===== src/rtl/tlk2711_axil_pkg.sv =====
`default_nettype none
// ============================================================================
//  Module      : tlk2711_axil_pkg
//  Description : Shared response codes and FSM encodings for the TLK2711
//                AXI4-Lite register bridge.
//  Revision    : 1.0 - initial release
// ============================================================================
package tlk2711_axil_pkg;

  localparam logic [1:0] RESP_OKAY   = 2'b00;
  localparam logic [1:0] RESP_SLVERR = 2'b10;

  localparam logic [1:0] W_IDLE = 2'd0;
  localparam logic [1:0] W_EXEC = 2'd1;
  localparam logic [1:0] W_RESP = 2'd2;

  localparam logic [1:0] R_IDLE  = 2'd0;
  localparam logic [1:0] R_ISSUE = 2'd1;
  localparam logic [1:0] R_WAIT  = 2'd2;
  localparam logic [1:0] R_RESP  = 2'd3;

endpackage : tlk2711_axil_pkg
`default_nettype wire


===== src/rtl/axil_reg_bridge.sv =====
`default_nettype none
// ============================================================================
//  Module      : axil_reg_bridge
//  Description : AXI4-Lite (64-bit) slave driving the single-cycle strobe
//                register bus of the TLK2711 register manager.
//  Revision    : 1.0 - initial release
// ============================================================================
module axil_reg_bridge
  import tlk2711_axil_pkg::*;
#(
  parameter int AXI_ADDR_WIDTH = 32,
  parameter int RD_LATENCY     = 1
) (
  input  logic                      clk,
  input  logic                      rst,
  input  logic [AXI_ADDR_WIDTH-1:0] s_axil_awaddr,
  input  logic                      s_axil_awvalid,
  output logic                      s_axil_awready,
  input  logic [63:0]               s_axil_wdata,
  input  logic [7:0]                s_axil_wstrb,
  input  logic                      s_axil_wvalid,
  output logic                      s_axil_wready,
  output logic [1:0]                s_axil_bresp,
  output logic                      s_axil_bvalid,
  input  logic                      s_axil_bready,
  input  logic [AXI_ADDR_WIDTH-1:0] s_axil_araddr,
  input  logic                      s_axil_arvalid,
  output logic                      s_axil_arready,
  output logic [63:0]               s_axil_rdata,
  output logic [1:0]                s_axil_rresp,
  output logic                      s_axil_rvalid,
  input  logic                      s_axil_rready,
  output logic                      o_reg_wen,
  output logic [15:0]               o_reg_waddr,
  output logic [63:0]               o_reg_wdata,
  output logic                      o_reg_ren,
  output logic [15:0]               o_reg_raddr,
  input  logic [63:0]               i_reg_rdata
);

  localparam logic [3:0] c_RD_LAT = 4'(RD_LATENCY);

  // Readies stay low until the first clock edge after reset is released.
  logic        r_active;

  logic [1:0]  r_wstate;
  logic [1:0]  w_wstate_nxt;
  logic        r_aw_held;
  logic        r_w_held;
  logic [15:0] r_waddr;
  logic [63:0] r_wdata;
  logic [7:0]  r_wstrb;
  logic        w_aw_hs;
  logic        w_w_hs;
  logic        w_wlegal;

  logic [1:0]  r_rstate;
  logic [1:0]  w_rstate_nxt;
  logic [15:0] r_raddr;
  logic [3:0]  r_rcnt;
  logic [63:0] r_rdata;
  logic        w_rlegal;

  if (AXI_ADDR_WIDTH > 16) begin : g_addr_upper
    logic w_unused_addr;
    assign w_unused_addr = ^{s_axil_awaddr[AXI_ADDR_WIDTH-1:16],
                             s_axil_araddr[AXI_ADDR_WIDTH-1:16]};
  end

  assign s_axil_awready = r_active && (r_wstate == W_IDLE) && !r_aw_held;
  assign s_axil_wready  = r_active && (r_wstate == W_IDLE) && !r_w_held;
  assign w_aw_hs        = s_axil_awvalid && s_axil_awready;
  assign w_w_hs         = s_axil_wvalid && s_axil_wready;
  assign w_wlegal       = (r_waddr[2:0] == 3'd0) && (r_wstrb == 8'hFF);

  assign o_reg_wen      = (r_wstate == W_EXEC) && w_wlegal;
  assign o_reg_waddr    = r_waddr;
  assign o_reg_wdata    = r_wdata;
  assign s_axil_bvalid  = (r_wstate == W_RESP);
  assign s_axil_bresp   = (s_axil_bvalid && !w_wlegal) ? RESP_SLVERR : RESP_OKAY;

  always_comb begin
    w_wstate_nxt = r_wstate;
    case (r_wstate)
      W_IDLE: if ((r_aw_held || w_aw_hs) && (r_w_held || w_w_hs)) w_wstate_nxt = W_EXEC;
      W_EXEC: w_wstate_nxt = W_RESP;
      W_RESP: if (s_axil_bready) w_wstate_nxt = W_IDLE;
      default: w_wstate_nxt = W_IDLE;
    endcase
  end

  always_ff @(posedge clk) begin
    if (rst) begin
      r_active  <= 1'b0;
      r_wstate  <= W_IDLE;
      r_aw_held <= 1'b0;
      r_w_held  <= 1'b0;
      r_waddr   <= '0;
      r_wdata   <= '0;
      r_wstrb   <= '0;
    end else begin
      r_active <= 1'b1;
      r_wstate <= w_wstate_nxt;
      if (w_aw_hs) begin
        r_aw_held <= 1'b1;
        r_waddr   <= s_axil_awaddr[15:0];
      end
      if (w_w_hs) begin
        r_w_held <= 1'b1;
        r_wdata  <= s_axil_wdata;
        r_wstrb  <= s_axil_wstrb;
      end
      if ((r_wstate == W_RESP) && s_axil_bready) begin
        r_aw_held <= 1'b0;
        r_w_held  <= 1'b0;
      end
    end
  end

  assign s_axil_arready = r_active && (r_rstate == R_IDLE);
  assign w_rlegal       = (r_raddr[2:0] == 3'd0);
  assign o_reg_ren      = (r_rstate == R_ISSUE) && w_rlegal;
  assign o_reg_raddr    = r_raddr;
  assign s_axil_rvalid  = (r_rstate == R_RESP);
  assign s_axil_rdata   = r_rdata;
  assign s_axil_rresp   = (s_axil_rvalid && !w_rlegal) ? RESP_SLVERR : RESP_OKAY;

  always_comb begin
    w_rstate_nxt = r_rstate;
    case (r_rstate)
      R_IDLE:  if (s_axil_arvalid && s_axil_arready) w_rstate_nxt = R_ISSUE;
      R_ISSUE: w_rstate_nxt = R_WAIT;
      R_WAIT:  if (r_rcnt == c_RD_LAT) w_rstate_nxt = R_RESP;
      R_RESP:  if (s_axil_rready) w_rstate_nxt = R_IDLE;
      default: w_rstate_nxt = R_IDLE;
    endcase
  end

  // r_rcnt holds the number of clocks elapsed since the ren cycle.
  always_ff @(posedge clk) begin
    if (rst) begin
      r_rstate <= R_IDLE;
      r_raddr  <= '0;
      r_rcnt   <= '0;
      r_rdata  <= '0;
    end else begin
      r_rstate <= w_rstate_nxt;
      if (s_axil_arvalid && s_axil_arready) r_raddr <= s_axil_araddr[15:0];
      if (r_rstate == R_ISSUE) r_rcnt <= 4'd1;
      if (r_rstate == R_WAIT) begin
        r_rcnt <= r_rcnt + 4'd1;
        if (r_rcnt == c_RD_LAT) r_rdata <= w_rlegal ? i_reg_rdata : 64'd0;
      end
    end
  end

endmodule : axil_reg_bridge
`default_nettype wire


===== config.mk =====
export PLATFORM = sky130hd
export DESIGN_NAME = axil_reg_bridge
export DESIGN_NICKNAME = d
export VERILOG_FILES = /design/src/rtl/tlk2711_axil_pkg.sv /design/src/rtl/axil_reg_bridge.sv
export SDC_FILE = /design/constraint.sdc
export NUM_CORES = 1
export LEC_CHECK = 0
export CAP_MARGIN = 20
export CORE_MARGIN = 1.5
export CORE_UTILIZATION = 25
export CTS_BUF_LIST = sky130_fd_sc_hd__clkbuf_8
export CTS_CLUSTER_DIAMETER = 30
export DETAILED_ROUTE_END_ITERATION = 8
export GPL_TIMING_DRIVEN = 0
export PLACE_DENSITY = 0.6
export SLEW_MARGIN = 20
export SYNTH_ARGS = -nofsm -noshare
export SYNTH_HDL_FRONTEND = slang
export SYNTH_SLANG_ARGS = --single-unit

===== constraint.sdc =====
create_clock -name clk -period 1.55 [get_ports clk]
set_input_delay 0.3875 -clock clk [delete_from_list [all_inputs] [get_ports clk]]
set_output_delay 0.3875 -clock clk [all_outputs]
set_load 0.01 [all_outputs]

run_1/io_fan.png
Scale bar: 50 um.
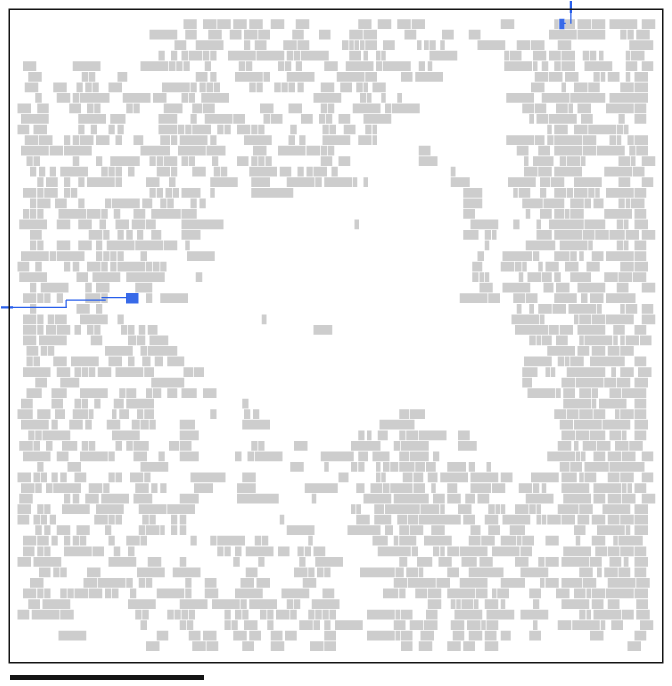
[blue] `s_axil_bresp` | bits: 2 | direction: output | edge: 1 north, 1 west | end cells: 2 | buffers: 2 | wire: 36.1 um
PortBufs: 342
io pins: 378

run_1/metal_density.png
The die is cut into 34 by 34 equal tiles; dark blue is low, red is high, scaled to the fullest tile. Values are wire area over tile area, all layers added.
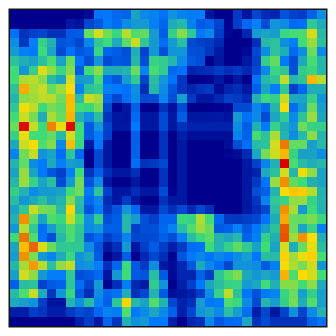
nearly empty tiles: 11%
fullest tile: 0.59
mean over tiles: 0.17

run_1/placement_by_type.png
Fill, decap, tap and diode cells in gray.
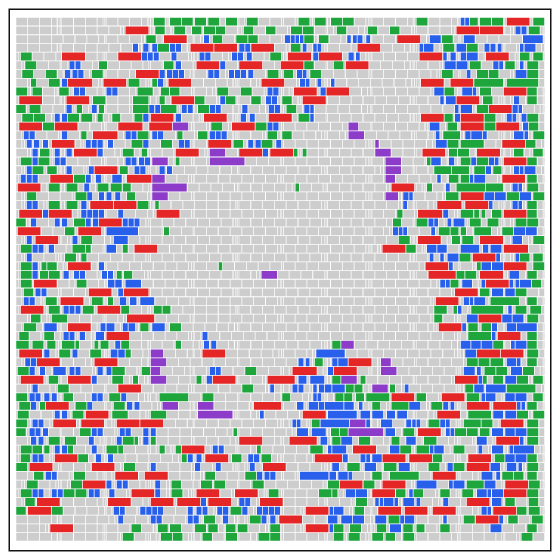
[green] remaining buffers and delay cells | cells: 464 | share of their area: 37%
[purple] clock drivers and dummy loads | cells: 30 | share of their area: 3.7%
[blue] combinational and other logic | cells: 572 | share of their area: 29%
[red] sequential cells | cells: 179 | share of their area: 30%
post-route cell area: 0.0123 mm^2
Seq area share: 29.4%
end-of-flow core utilization: 45.8%
core area: 0.0269 mm^2

==> flow_summary.yaml, run 1 <==
# yosys + openroad results
yosys:
  synth-edff-count: 0
  async_flop_share_pct: 0
  common_cells: "dfxtp_1 (179), a21oi_1 (174), nand3_1 (156), nand2_1 (100), o21ai_0 (90)"
power_and_ir_drop:
  power_uw: 12400
  powerComb_uw: 3610
  switching_share_pct: 31.3
  p_clk_uw: 3680
  switchingPower_uw: 3880
grt:
  grt_util_met1_pct: 22.2
  grt_max_degree: 17
sta:
  timing.final.ws_setup_ns: -0.399
  finalSetupViolations: 9
  period_needed_ns: 1.95
  slew_violations: 0
routing:
  drtIter0Drc: 361
  wl_met1_um: 11600
status:
  run_status: "finished, violations left"
  violations: "setup timing"
place:
  placed_cell_area_mm2: 0.0107
finish:
  diodes: 0
  areaGrowthSynthToFinish_pct: 80.5
hold_path:
  min_to: "r_active"
  hold_path_class: "in -> reg"
cts:
  root_buffer: "clkbuf_8"
critical_path:
  path_max_fanout: 3
flow_run:
  openroad.warnings: 64
==> run 1: layout make-up <==
cell class                      instances  area, um^2
Fill cell                            2659       14600
Inverter                                6        25.0
Tap cell                              341         427
Sequential cell                       179        3620
Timing Repair Buffer                  382        3700
Clock inverter                         13         204
Clock buffer                           17         234
Buffer                                 82         654
Multi-Input combinational cell        566        3450
==> run 1: kinds of logic (layout without fill, tap and decap cells) <==
family                   after synthesis  after routing  synth area share, %
AND-OR/OR-AND                        270            270                 20.2
other                                  1              2               0.0550
buffers and inverters                 92            500                 5.94
AND/OR/NAND/NOR                      287            287                 20.0
adder cells (fa/ha/maj)                6              6                 1.10
multiplexers                           1              1                0.147
flip-flops                           179            179                 52.5
==> run 2, diff against run 1 <==
--- a/config.mk
+++ b/config.mk
@@ -6,6 +6,7 @@
 export NUM_CORES = 1
 export LEC_CHECK = 0
 export CAP_MARGIN = 20
+export CORE_ASPECT_RATIO = 0.5
 export CORE_MARGIN = 1.5
 export CORE_UTILIZATION = 25
 export CTS_BUF_LIST = sky130_fd_sc_hd__clkbuf_8
@@ -13,6 +14,7 @@
 export DETAILED_ROUTE_END_ITERATION = 8
 export GPL_TIMING_DRIVEN = 0
 export PLACE_DENSITY = 0.6
+export RECOVER_POWER = 50
 export SLEW_MARGIN = 20
 export SYNTH_ARGS = -nofsm -noshare
 export SYNTH_HDL_FRONTEND = slang
==> flow_summary.yaml, run 2 <==
# yosys + openroad results
die:
  boundaryPins: 378
power_and_ir_drop:
  ir_drop_mv: 0.635
  power_uw: 11600
  switching_share_pct: 31.0
  p_clk_uw: 3270
  switchingPower_uw: 3600
place:
  placed_cell_area_mm2: 0.0107
  io_buffers: 342
hold_path:
  min_to: "r_active"
  hold_path_class: "in -> reg"
cts:
  root_buffer: "clkbuf_8"
yosys:
  synth-edff-count: 0
  mux_share_pct: 0.147
  common_cells: "dfxtp_1 (179), a21oi_1 (174), nand3_1 (156), nand2_1 (100), o21ai_0 (90)"
  synth-adder-area-share_pct: 1.10
  yosys_area_mm2: 0.00682
  aoi_share_pct: 20.2
  top_logic_kind: "AND-OR/OR-AND gates"
status:
  run_status: "finished, violations left"
  violations: "setup timing"
critical_path:
  path_max_fanout: 3
grt:
  grt_max_degree: 17
finish:
  areaGrowthSynthToFinish_pct: 75.8
sta:
  period_needed_ns: 1.99
  finalSetupViolations: 76
  timing.final.ws_setup_ns: -0.439
  slew_violations: 0
flow_run:
  openroad.warnings: 64
## run 2: layer usage
layer	up-vias	global-route usage [%]	share of wire (%)
li1	3688	-	-
met1	3673	22.2	41
met2	215	34.9	52
met3	56	3.84	4.1
met4	0	9.21	3.5
met5	-	0	0
## run 2: cell type report
| type | count | area, um^2 |
|---|---|---|
| buffer | 80 | 633 |
| clock buffer | 20 | 275 |
| clock inverter | 11 | 114 |
| fill | 2614 | 14600 |
| inverter | 6 | 30.0 |
| multi-input combinational | 566 | 3310 |
| sequential | 179 | 3600 |
| tap | 352 | 440 |
| timing repair buffer | 373 | 3580 |
## run 2: what timing repair did
action	in CTS	in global routing
pin swaps	93	16
buffers inserted	23	5
gates resized	487	231
gates cloned	7	0
endpoints found under the hold margin	0	0
setup endpoints to repair	332	290
run_2/placement.png
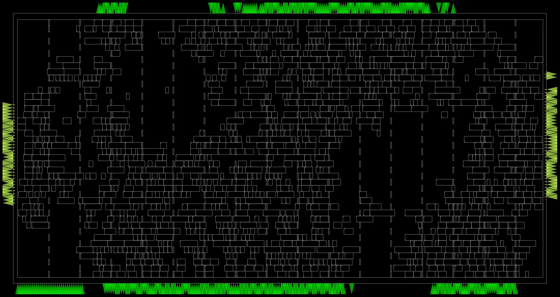
core area: 0.0266 mm^2
n_taps: 352
end-of-flow core utilization: 45.0%
Post-Layout Cell Count: 1587

run_2/io_fan.png
Scale bar: 50 um.
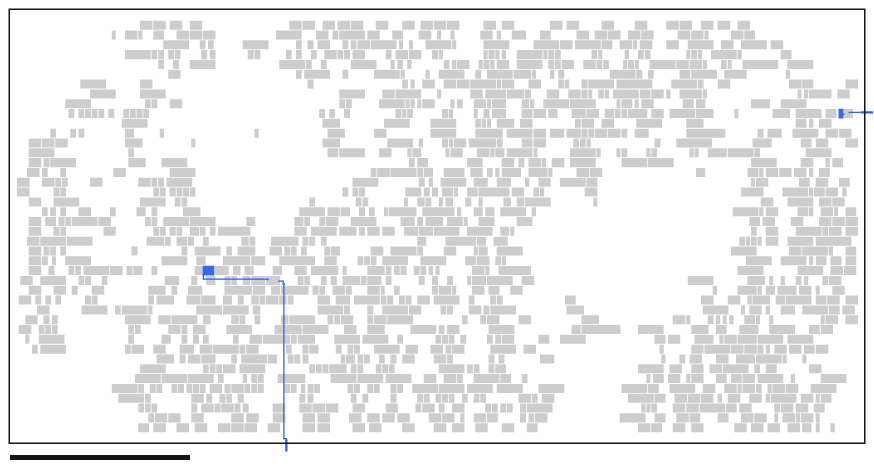
[blue] `s_axil_bresp` | bits: 2 | direction: output | edge: 1 east, 1 south | end cells: 2 | buffers: 2 | wire: 70.4 um

run_2/placement_by_type.png
Fill, decap, tap and diode cells in gray.
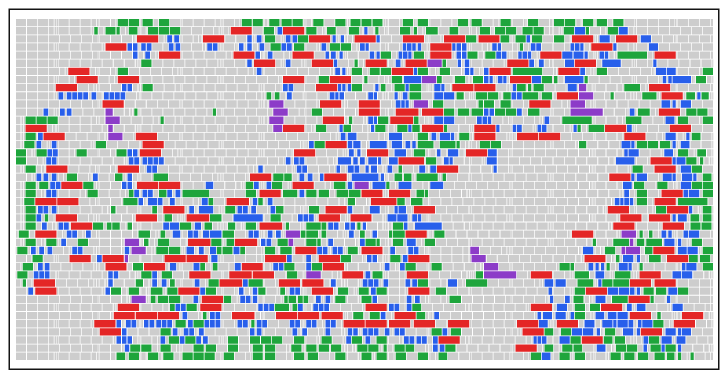
[red] sequential cells | cells: 179 | share of their area: 31%
[green] remaining buffers and delay cells | cells: 453 | share of their area: 37%
[purple] clock drivers and dummy loads | cells: 31 | share of their area: 3.4%
[blue] combinational and other logic | cells: 572 | share of their area: 29%
row count: 42
Seq area share: 30.1%
post-route cell area: 0.0120 mm^2

==> run 3, diff against run 2 <==
--- a/config.mk
+++ b/config.mk
@@ -15,7 +15,6 @@
 export GPL_TIMING_DRIVEN = 0
 export PLACE_DENSITY = 0.6
 export RECOVER_POWER = 50
-export SLEW_MARGIN = 20
 export SYNTH_ARGS = -nofsm -noshare
 export SYNTH_HDL_FRONTEND = slang
 export SYNTH_SLANG_ARGS = --single-unit
==> flow_summary.yaml, run 3 <==
# yosys + openroad results
die:
  std_cell_rows: 42
  boundaryPins: 378
  core-area_mm2: 0.0266
yosys:
  mux_share_pct: 0.147
  synth-edff-count: 0
  aoi_share_pct: 20.2
  synth-adder-area-share_pct: 1.10
  yosys_area_mm2: 0.00682
  top_logic_kind: "AND-OR/OR-AND gates"
  common_cells: "dfxtp_1 (179), a21oi_1 (174), nand3_1 (156), nand2_1 (100), o21ai_0 (90)"
finish:
  final_cells: 1587
  areaGrowthSynthToFinish_pct: 75.8
  final_area_mm2: 0.0120
status:
  run_status: "finished, violations left"
  violations: "setup timing"
cts:
  cts_resized: 487
  root_buffer: "clkbuf_8"
power_and_ir_drop:
  switching_share_pct: 31.0
  switchingPower_uw: 3600
  power_uw: 11600
  p_clk_uw: 3270
sta:
  period_needed_ns: 1.99
  slew_violations: 0
  finalSetupViolations: 76
  timing.final.ws_setup_ns: -0.439
place:
  placed_cell_area_mm2: 0.0107
critical_path:
  setup.worst_path.start_class: "register"
  path_max_fanout: 3
flow_run:
  openroad.warnings: 64
hold_path:
  min_to: "r_active"
-- run 3: cell counts in the layout (fill, tap and decap cells not counted) --
Identical to the previous run, type by type.
-- run 3: cell type report --
cell class                 instances  area share, %
buffer                            80           5.28
clock buffer                      20           2.29
clock inverter                    11          0.949
inverter                           6          0.250
multi-input combinational        566           27.6
sequential                       179           30.1
tap                              352           3.67
timing repair buffer             373           29.9
-- run 3: routing by layer --
| layer | part of all wire (%) | vias to the layer above | global-route usage (%) |
|---|---|---|---|
| met3 | 4.1 | 56 | 3.84 |
| li1 | - | 3688 | - |
| met1 | 41 | 3673 | 22.2 |
| met2 | 52 | 215 | 34.9 |
| met4 | 3.5 | 0 | 9.21 |
| met5 | 0 | - | 0 |
run_3/placement_by_type.png
Fill, decap, tap and diode cells in gray.
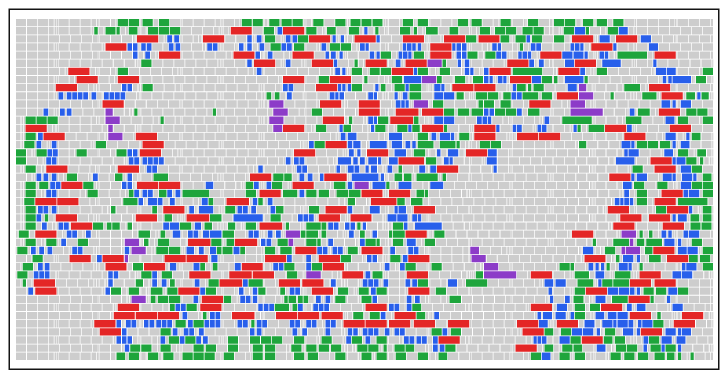
[green] remaining buffers and delay cells | cells: 453 | share of their area: 37%
[blue] combinational and other logic | cells: 572 | share of their area: 29%
[purple] clock drivers and dummy loads | cells: 31 | share of their area: 3.4%
[red] sequential cells | cells: 179 | share of their area: 31%

run_3/metal_density.png
The die is cut into 24 by 12 equal tiles; dark blue is low, red is high, scaled to the fullest tile. Values are wire area over tile area, all layers added.
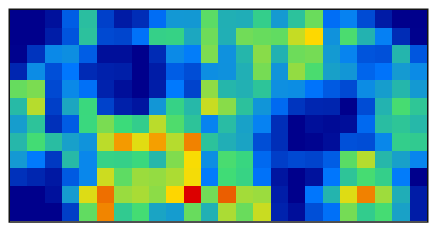
mean over tiles: 0.16
fullest tile: 0.47
emptiest ninth of the die: north-west
GRT Overall Usage: 19.4%
Routed WL: 27900 um
Via Count: 7632

run_3/placement.png
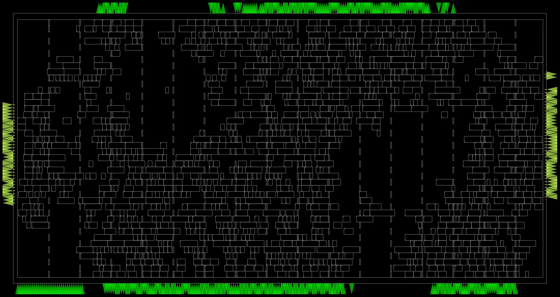
Fill cells: 2614
flip-flops: 179

